**Wiring by layer**

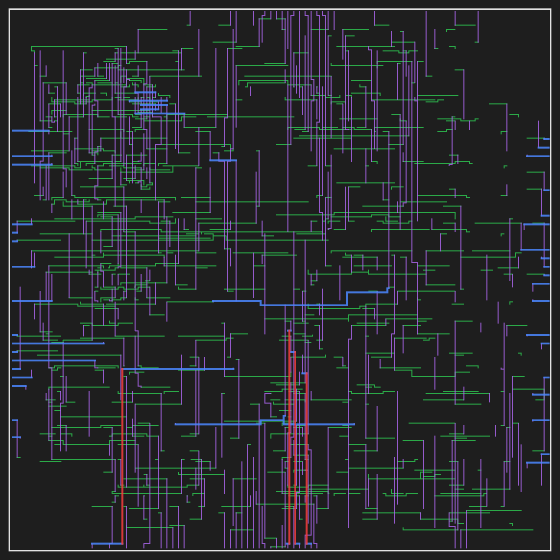
**M1 wires**

Supply wires on this layer in grey.
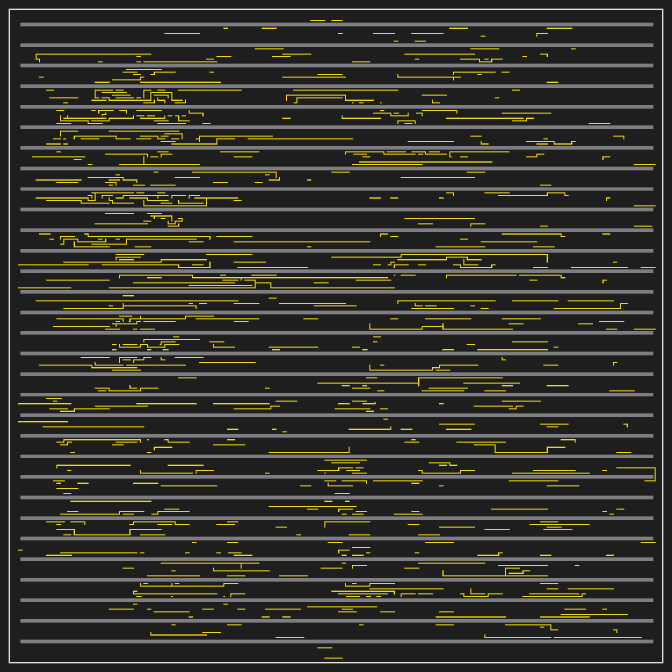
### config.mk
export PLATFORM = sky130hd
export DESIGN_NAME = systolic_skew_feeder
export DESIGN_NICKNAME = d
export VERILOG_FILES = /design/src/rtl/array_pkg.sv /design/src/rtl/skew_delay_line.sv /design/src/rtl/systolic_skew_feeder.sv
export SDC_FILE = /design/constraint.sdc
export NUM_CORES = 1
export LEC_CHECK = 0
export CAP_MARGIN = 20
export CORE_UTILIZATION = 48
export CTS_BUF_LIST = sky130_fd_sc_hd__clkbuf_16
export DETAILED_ROUTE_END_ITERATION = 16
export PLACE_DENSITY = 0.76
export RECOVER_POWER = 25
export SYNTH_ARGS = -nofsm -noshare
export SYNTH_HDL_FRONTEND = slang
export SYNTH_SLANG_ARGS = --single-unit
### constraint.sdc
create_clock -name clk -period 2.07 [get_ports clk]
set_input_delay 0.5175 -clock clk [delete_from_list [all_inputs] [get_ports clk]]
set_output_delay 0.5175 -clock clk [all_outputs]
set_load 0.01 [all_outputs]
### src/rtl/array_pkg.sv
// Shared constants and types for the systolic MAC array edge logic.
// Used by the pe_v2 tiles, the north-edge feeder and the west-edge skew feeder.
//   Q_WIDTH           : operand width of one Q4.4 lane word
//   Q_FRAC            : number of fractional bits in a Q4.4 word
//   DEFAULT_NUM_LANES : default number of PE rows fed from the west edge
//   feeder_state_e    : feeder FSM encoding (IDLE, STREAM, FLUSH)
package array_pkg;

  localparam int Q_WIDTH           = 8;
  localparam int Q_FRAC            = 4;
  localparam int DEFAULT_NUM_LANES = 4;

  typedef enum logic [1:0] {
    IDLE   = 2'd0,
    STREAM = 2'd1,
    FLUSH  = 2'd2
  } feeder_state_e;

endpackage

### src/rtl/skew_delay_line.sv
// Valid+data shift register of DEPTH stages with asynchronous clear.
// One instance per lane gives that lane its diagonal skew.
// Ports:
//   clk, rst_n : clock, asynchronous active-low clear of every stage
//   in_valid   : valid bit entering stage 0
//   in_data    : data word entering stage 0
//   out_valid  : valid bit leaving the last stage (DEPTH cycles later)
//   out_data   : data word leaving the last stage
module skew_delay_line #(
  parameter int DEPTH = 1,
  parameter int WIDTH = 8
) (
  input  logic             clk,
  input  logic             rst_n,
  input  logic             in_valid,
  input  logic [WIDTH-1:0] in_data,
  output logic             out_valid,
  output logic [WIDTH-1:0] out_data
);

  logic [DEPTH-1:0] vld_sr;
  logic [WIDTH-1:0] dat_sr [DEPTH];

  always_ff @(posedge clk or negedge rst_n) begin
    if (!rst_n) begin
      vld_sr <= '0;
      for (int i = 0; i < DEPTH; i++) dat_sr[i] <= '0;
    end else begin
      vld_sr[0] <= in_valid;
      dat_sr[0] <= in_data;
      for (int i = 1; i < DEPTH; i++) begin
        vld_sr[i] <= vld_sr[i-1];
        dat_sr[i] <= dat_sr[i-1];
      end
    end
  end

  assign out_valid = vld_sr[DEPTH-1];
  assign out_data  = dat_sr[DEPTH-1];

endmodule

### src/rtl/systolic_skew_feeder.sv
// West-edge feeder for the systolic MAC array. Takes one packed column of
// Q4.4 operands per beat and delays lane i by i cycles so the rows receive
// a diagonal wavefront. Idle cycles inject zero words with valid low.
// Handshake: a beat transfers on a rising edge where s_valid && s_ready;
// s_data/s_last are only looked at on such an edge, s_ready does not depend
// combinationally on s_valid, and s_ready is low while the skew pipe drains.
// Ports:
//   clk, rst_n  : clock, asynchronous active-low reset
//   s_data      : packed column, lane i = s_data[i*WIDTH +: WIDTH]
//   s_valid     : beat valid
//   s_last      : final beat of a tile (qualified by s_valid)
//   s_ready     : feeder accepts a beat
//   west_data   : skewed operands, lane i drives PE row i
//   west_valid  : per-lane valid, high only for real beats
//   tile_start  : pulse when the first beat of a tile is on lane 0
//   tile_done   : pulse when the last beat of a tile is on lane NUM_LANES-1
//   busy        : FSM in STREAM or FLUSH
//   tile_len    : beats accepted in the current/most recent tile (saturating)
//   fsm_state   : current FSM state, for debug and checkers
module systolic_skew_feeder
  import array_pkg::*;
#(
  parameter int NUM_LANES = DEFAULT_NUM_LANES,
  parameter int WIDTH     = Q_WIDTH,
  parameter int CNT_W     = 8
) (
  input  logic                     clk,
  input  logic                     rst_n,
  input  logic [NUM_LANES*WIDTH-1:0] s_data,
  input  logic                     s_valid,
  input  logic                     s_last,
  output logic                     s_ready,
  output logic [NUM_LANES*WIDTH-1:0] west_data,
  output logic [NUM_LANES-1:0]     west_valid,
  output logic                     tile_start,
  output logic                     tile_done,
  output logic                     busy,
  output logic [CNT_W-1:0]         tile_len,
  output feeder_state_e            fsm_state
);

  localparam int FC_W = (NUM_LANES > 1) ? $clog2(NUM_LANES) : 1;

  feeder_state_e   state;
  logic [FC_W-1:0] flush_cnt;
  logic            accept;
  logic            last_vld;
  logic            last_dat;

  assign accept    = s_valid && s_ready;
  assign fsm_state = state;

  // Per-lane skew: lane i has i+1 register stages. Words are zeroed when no
  // beat is accepted so bubbles contribute nothing to the MACs.
  for (genvar i = 0; i < NUM_LANES; i++) begin : g_lane
    logic [WIDTH-1:0] lane_in;
    assign lane_in = accept ? s_data[i*WIDTH +: WIDTH] : '0;

    skew_delay_line #(
      .DEPTH (i + 1),
      .WIDTH (WIDTH)
    ) u_lane (
      .clk       (clk),
      .rst_n     (rst_n),
      .in_valid  (accept),
      .in_data   (lane_in),
      .out_valid (west_valid[i]),
      .out_data  (west_data[i*WIDTH +: WIDTH])
    );
  end

  // The s_last flag travels alongside the bottom lane, so tile_done lines up
  // exactly with the last beat on row NUM_LANES-1 and is wiped by reset.
  skew_delay_line #(
    .DEPTH (NUM_LANES),
    .WIDTH (1)
  ) u_last (
    .clk       (clk),
    .rst_n     (rst_n),
    .in_valid  (accept),
    .in_data   (s_last),
    .out_valid (last_vld),
    .out_data  (last_dat)
  );

  assign tile_done = last_vld && last_dat;

  always_ff @(posedge clk or negedge rst_n) begin
    if (!rst_n) begin
      state      <= IDLE;
      s_ready    <= 1'b0;
      busy       <= 1'b0;
      flush_cnt  <= '0;
      tile_len   <= '0;
      tile_start <= 1'b0;
    end else begin
      tile_start <= accept && (state == IDLE);
      case (state)
        IDLE, STREAM: begin
          if (accept) begin
            if (state == IDLE) begin
              tile_len <= CNT_W'(1);
            end else if (tile_len != {CNT_W{1'b1}}) begin
              tile_len <= tile_len + CNT_W'(1);
            end
            if (s_last) begin
              if (NUM_LANES > 1) begin
                state     <= FLUSH;
                s_ready   <= 1'b0;
                busy      <= 1'b1;
                flush_cnt <= FC_W'(NUM_LANES - 1);
              end else begin
                // A single lane has nothing to drain.
                state   <= IDLE;
                s_ready <= 1'b1;
                busy    <= 1'b0;
              end
            end else begin
              state   <= STREAM;
              s_ready <= 1'b1;
              busy    <= 1'b1;
            end
          end else begin
            // Also raises s_ready on the first edge after reset release.
            s_ready <= 1'b1;
            busy    <= (state == STREAM);
          end
        end
        FLUSH: begin
          // The counter reaches 0 in the tile_done cycle; leave on that edge.
          if (flush_cnt == '0) begin
            state   <= IDLE;
            s_ready <= 1'b1;
            busy    <= 1'b0;
          end else begin
            flush_cnt <= flush_cnt - FC_W'(1);
          end
        end
        default: begin
          state   <= IDLE;
          s_ready <= 1'b1;
          busy    <= 1'b0;
        end
      endcase
    end
  end

endmodule

==> COMMIT_EDITMSG <==
Store results of the implementation flow

- The flow ran to the end, and the final reports show no timing, DRC or antenna violations.
- Proportion of synthesized chip area in sequential cells: 75.68%
- Largest fanout on the critical path: 9
- The critical path's slowest stage uses the library cell clkdlybuf4s50_1.
- Number of setup buffers added after CTS: 0
- Setup repair after global routing missed its margin: no
* Reg2Reg Setup Slack: approximately 490 ps
- After clock tree synthesis, the flow added hold-fix buffers numbering 0.
- The H-tree generated during clock tree synthesis spans 3 levels.
- Synthesis produced 233 cells.
* Simple-gate portion of the synthesized area: about an eighth
- The tool warning count for the run is 26.
* P per Cell Area: 1174 mW/mm^2
- Largest net degree at the start of global routing: 44
* Relative slew slack: 28.40%
- Final-report setup violation count: 0
* Xor and xnor fraction of the mapped netlist area: 0%
- According to the floorplan report, the total die area is 0.007436 mm^2.
- For reference, the final report shows the hold violation count at 0.
* Critical path endpoint: fsm_state[1]
- After global routing the overflow that remains totals 0.
* Overall fraction of global-route tracks in use: between 15 and 20%
* Via count of the first global-routing pass: 1968
* Largest family of logic cells by area: simple AND/OR/NAND/NOR gates
- On the worst path, the slowest cell contributes a delay of 590 ps.
- Cell Type Count: 31
* Die H: 86.24 um
* IR Drop Worst-Case VDD: roughly 0.00068 V
- Final layout net count: 341
- Layout cell share with drive strength beyond 1: 9.740%
* Number of detailed-route iterations in the first pass: 4
* Synthesis area per yosys: between 0.003 and 0.004 mm^2
- After layout, the minimum clock period comes to 1916 ps.
- Summing all non-filler instances in the final layout gives an area of roughly 0.0045 mm^2.
* Critical path launch point type: flip-flop
- The number of gates resized after CTS was 0.
* Effective utilization at floorplan: 49.85%
* Boundary pin count: between 80 and 90
- The launch point of the worst register-to-register path is recorded as fsm_state[1]$_DFFE_PN0P_.
* CTS Buf Count: 9
- In the CTS report, the clock slew at the register clock pins of the worst setup and hold paths is listed as 70 ps.
* Initial DRC Count: 45
- Routed via count divided by cell count: approximately 4.7
- Across all setup checks in the final design, the least slack found is approximately 150 ps.
* Total number of vias: 1897
- As logged by OpenROAD, the buffers inserted on ports number 85.
- Summed over all nets, the half-perimeter wirelength after detailed placement is 3835 um.
- Required time of the critical path: ~1600 ps
- For this sky-water flow run, the detailed-routed wirelength per cell is reported as 13.66 um.
- Maxcap violations: 0
- The skew report gives the latency at the later pin of the worst-skew pair as between 300 and 400 ps.
- Post-Place Cell Area: 0.004213 mm^2
* Cells along the critical path: clkdlybuf4s50_1
* Cell depth of the worst hold path: 0
- Global-route wire length before repair: 9335 um
- Number of clock sinks: roughly 100
- After layout, the setup clock skew is reported as 4.945 ps.
- After detailed routing, the number of remaining DRC violations is 0.
- The synthesis stat section lists a flop and latch total of 103.
- Hold path start: g_lane[3].u_lane.dat_sr[14]$_DFF_PN0_
- Buffers from clock root to sink, at most: 2
- Worst slew pin tran: 1074 ps
- The region available for standard cell placement spans a little under 0.007 mm^2.
* Buffer and inverter count on the worst path: 1
- In this run the number of cells on the critical path is 1.
- TritonCTS clock tree: yes
* Area of the mapped netlist: 0.003406 mm^2
- In this run the mean area of a mapped cell was 14.62 um^2.
* Site row count: 30
- Area fraction in full adders, half adders and majority gates: 0.7348%
- Destination of the worst register-to-register timing path: tile_len[3]$_DFFE_PN0P_
- Data on the critical path arrives at its endpoint at between 1000 and 1500 ps.
- Count of nets left with antenna violations after detail routing: 0
* Final GP Congestion: approximately 0.81
-- 'wiring by layer' (at the start) --
- metal 4: red (wire length 120 um)
- metal 3: blue (wire length 224 um)
- metal 1: green (wire length 2320 um)
- metal 2: purple (wire length 2860 um)

-- 'M1 wires' (at the start) --
- longest straight run: 26.7 um
- main direction: horizontal

power by group:
part           internal, mW  switching, mW  total (mW)
Combinational         0.651          0.517        1.17
Sequential             2.36          0.226        2.58
Clock                 0.818          0.692        1.51
final cells by class:
type / count / area, um^2 / share of cell area, %
Clock inverter: 7 / 48.80 / 1.088
Clock buffer: 9 / 225.2 / 5.022
Inverter: 5 / 18.77 / 0.4185
Multi-Input combinational cell: 89 / 560.5 / 12.50
Sequential cell: 103 / 2577 / 57.48
Tap cell: 96 / 120.1 / 2.679
Timing Repair Buffer: 95 / 933.4 / 20.81
Yosys cell counts:
cell type  instances  area, um^2
nor2_1             4       15.01
o32ai_1            1       8.760
nand4_1            2       12.51
nand3_1            9       45.04
o21ai_0            4       20.02
or2b_1             1       7.510
nand2b_1           1       6.260
o21ai_2            1       8.760
and3b_4            1       12.51
and2_1             3       18.77
a211oi_1           1       7.510
buf_6              1       11.26
clkbuf_1           6       22.52
o211ai_1           1       7.510
inv_1              5       18.77
dfrtp_1          103        2577
buf_4             28       210.2
a41oi_1            3       26.28
ha_1               2       25.02
or4_1              2       15.01
a21oi_1            1       5.000
buf_2              1       5.000
nor4b_1            1       8.760
o22ai_1            1       6.260
mux2_2             2       22.52
nor3b_1            1       7.510
a211o_2            1       10.01
and3_1            34       212.7
or3_1              1       6.260
nand2_1           10       37.54
nand3b_1           1       7.510
layout by cell type, fill, tap and decap left out, types with 2 or more instances in the layout:
| master | count |
|---|---|
| clkbuf_16 | 9 |
| inv_1 | 7 |
| buf_4 | 9 |
| clkdlybuf4s50_1 | 84 |
| or4_1 | 2 |
| ha_1 | 2 |
| nand4_1 | 2 |
| dfrtp_1 | 103 |
| nand3_1 | 9 |
| nand2_1 | 10 |
| mux2_2 | 2 |
| a41oi_1 | 3 |
| and2_1 | 3 |
| and3_1 | 34 |
| nor2_1 | 4 |
| o21ai_0 | 4 |
routing by layer:
layer / track usage, % / vias to the layer above / part of all wire [%]
met4: 7.727 / 0 / 2.2
met5: 0 / - / 0
met2: 27.34 / 63 / 52
met1: 20.94 / 930 / 42
met3: 5.238 / 8 / 4.0
li1: - / 896 / -
flip-flops by register name, indices dropped and copies added (netlist names):
| name | cells |
|---|---|
| busy | 1 |
| flush_cnt | 2 |
| fsm_state | 2 |
| g_lane.u_lane.dat_sr | 48 |
| g_lane.u_lane.out_data | 32 |
| g_lane.u_lane.vld_sr | 2 |
| s_ready | 1 |
| tile_len | 8 |
| tile_start | 1 |
| u_last.dat_sr | 3 |
| u_last.out_data | 1 |
| u_last.vld_sr | 2 |
stage by stage:
step / total power, mW / std cells
global placement: 3.752 / 388
CTS: 5.333 / 404
floorplan: 3.212 / 233
global route: 5.576 / 404
finish: 5.263 / 404
detailed placement: 3.802 / 388
cell families (layout without fill, tap and decap cells):
family,Yosys count,count (layout)
AOI/OAI and AO/OA,14,14
adders and majority gates,2,2
DFF,103,103
and+or+nand+nor,71,71
muxes,2,2
buffers and inverters,41,116
Power figures rest on the tool's default switching activity, not on a simulated workload.
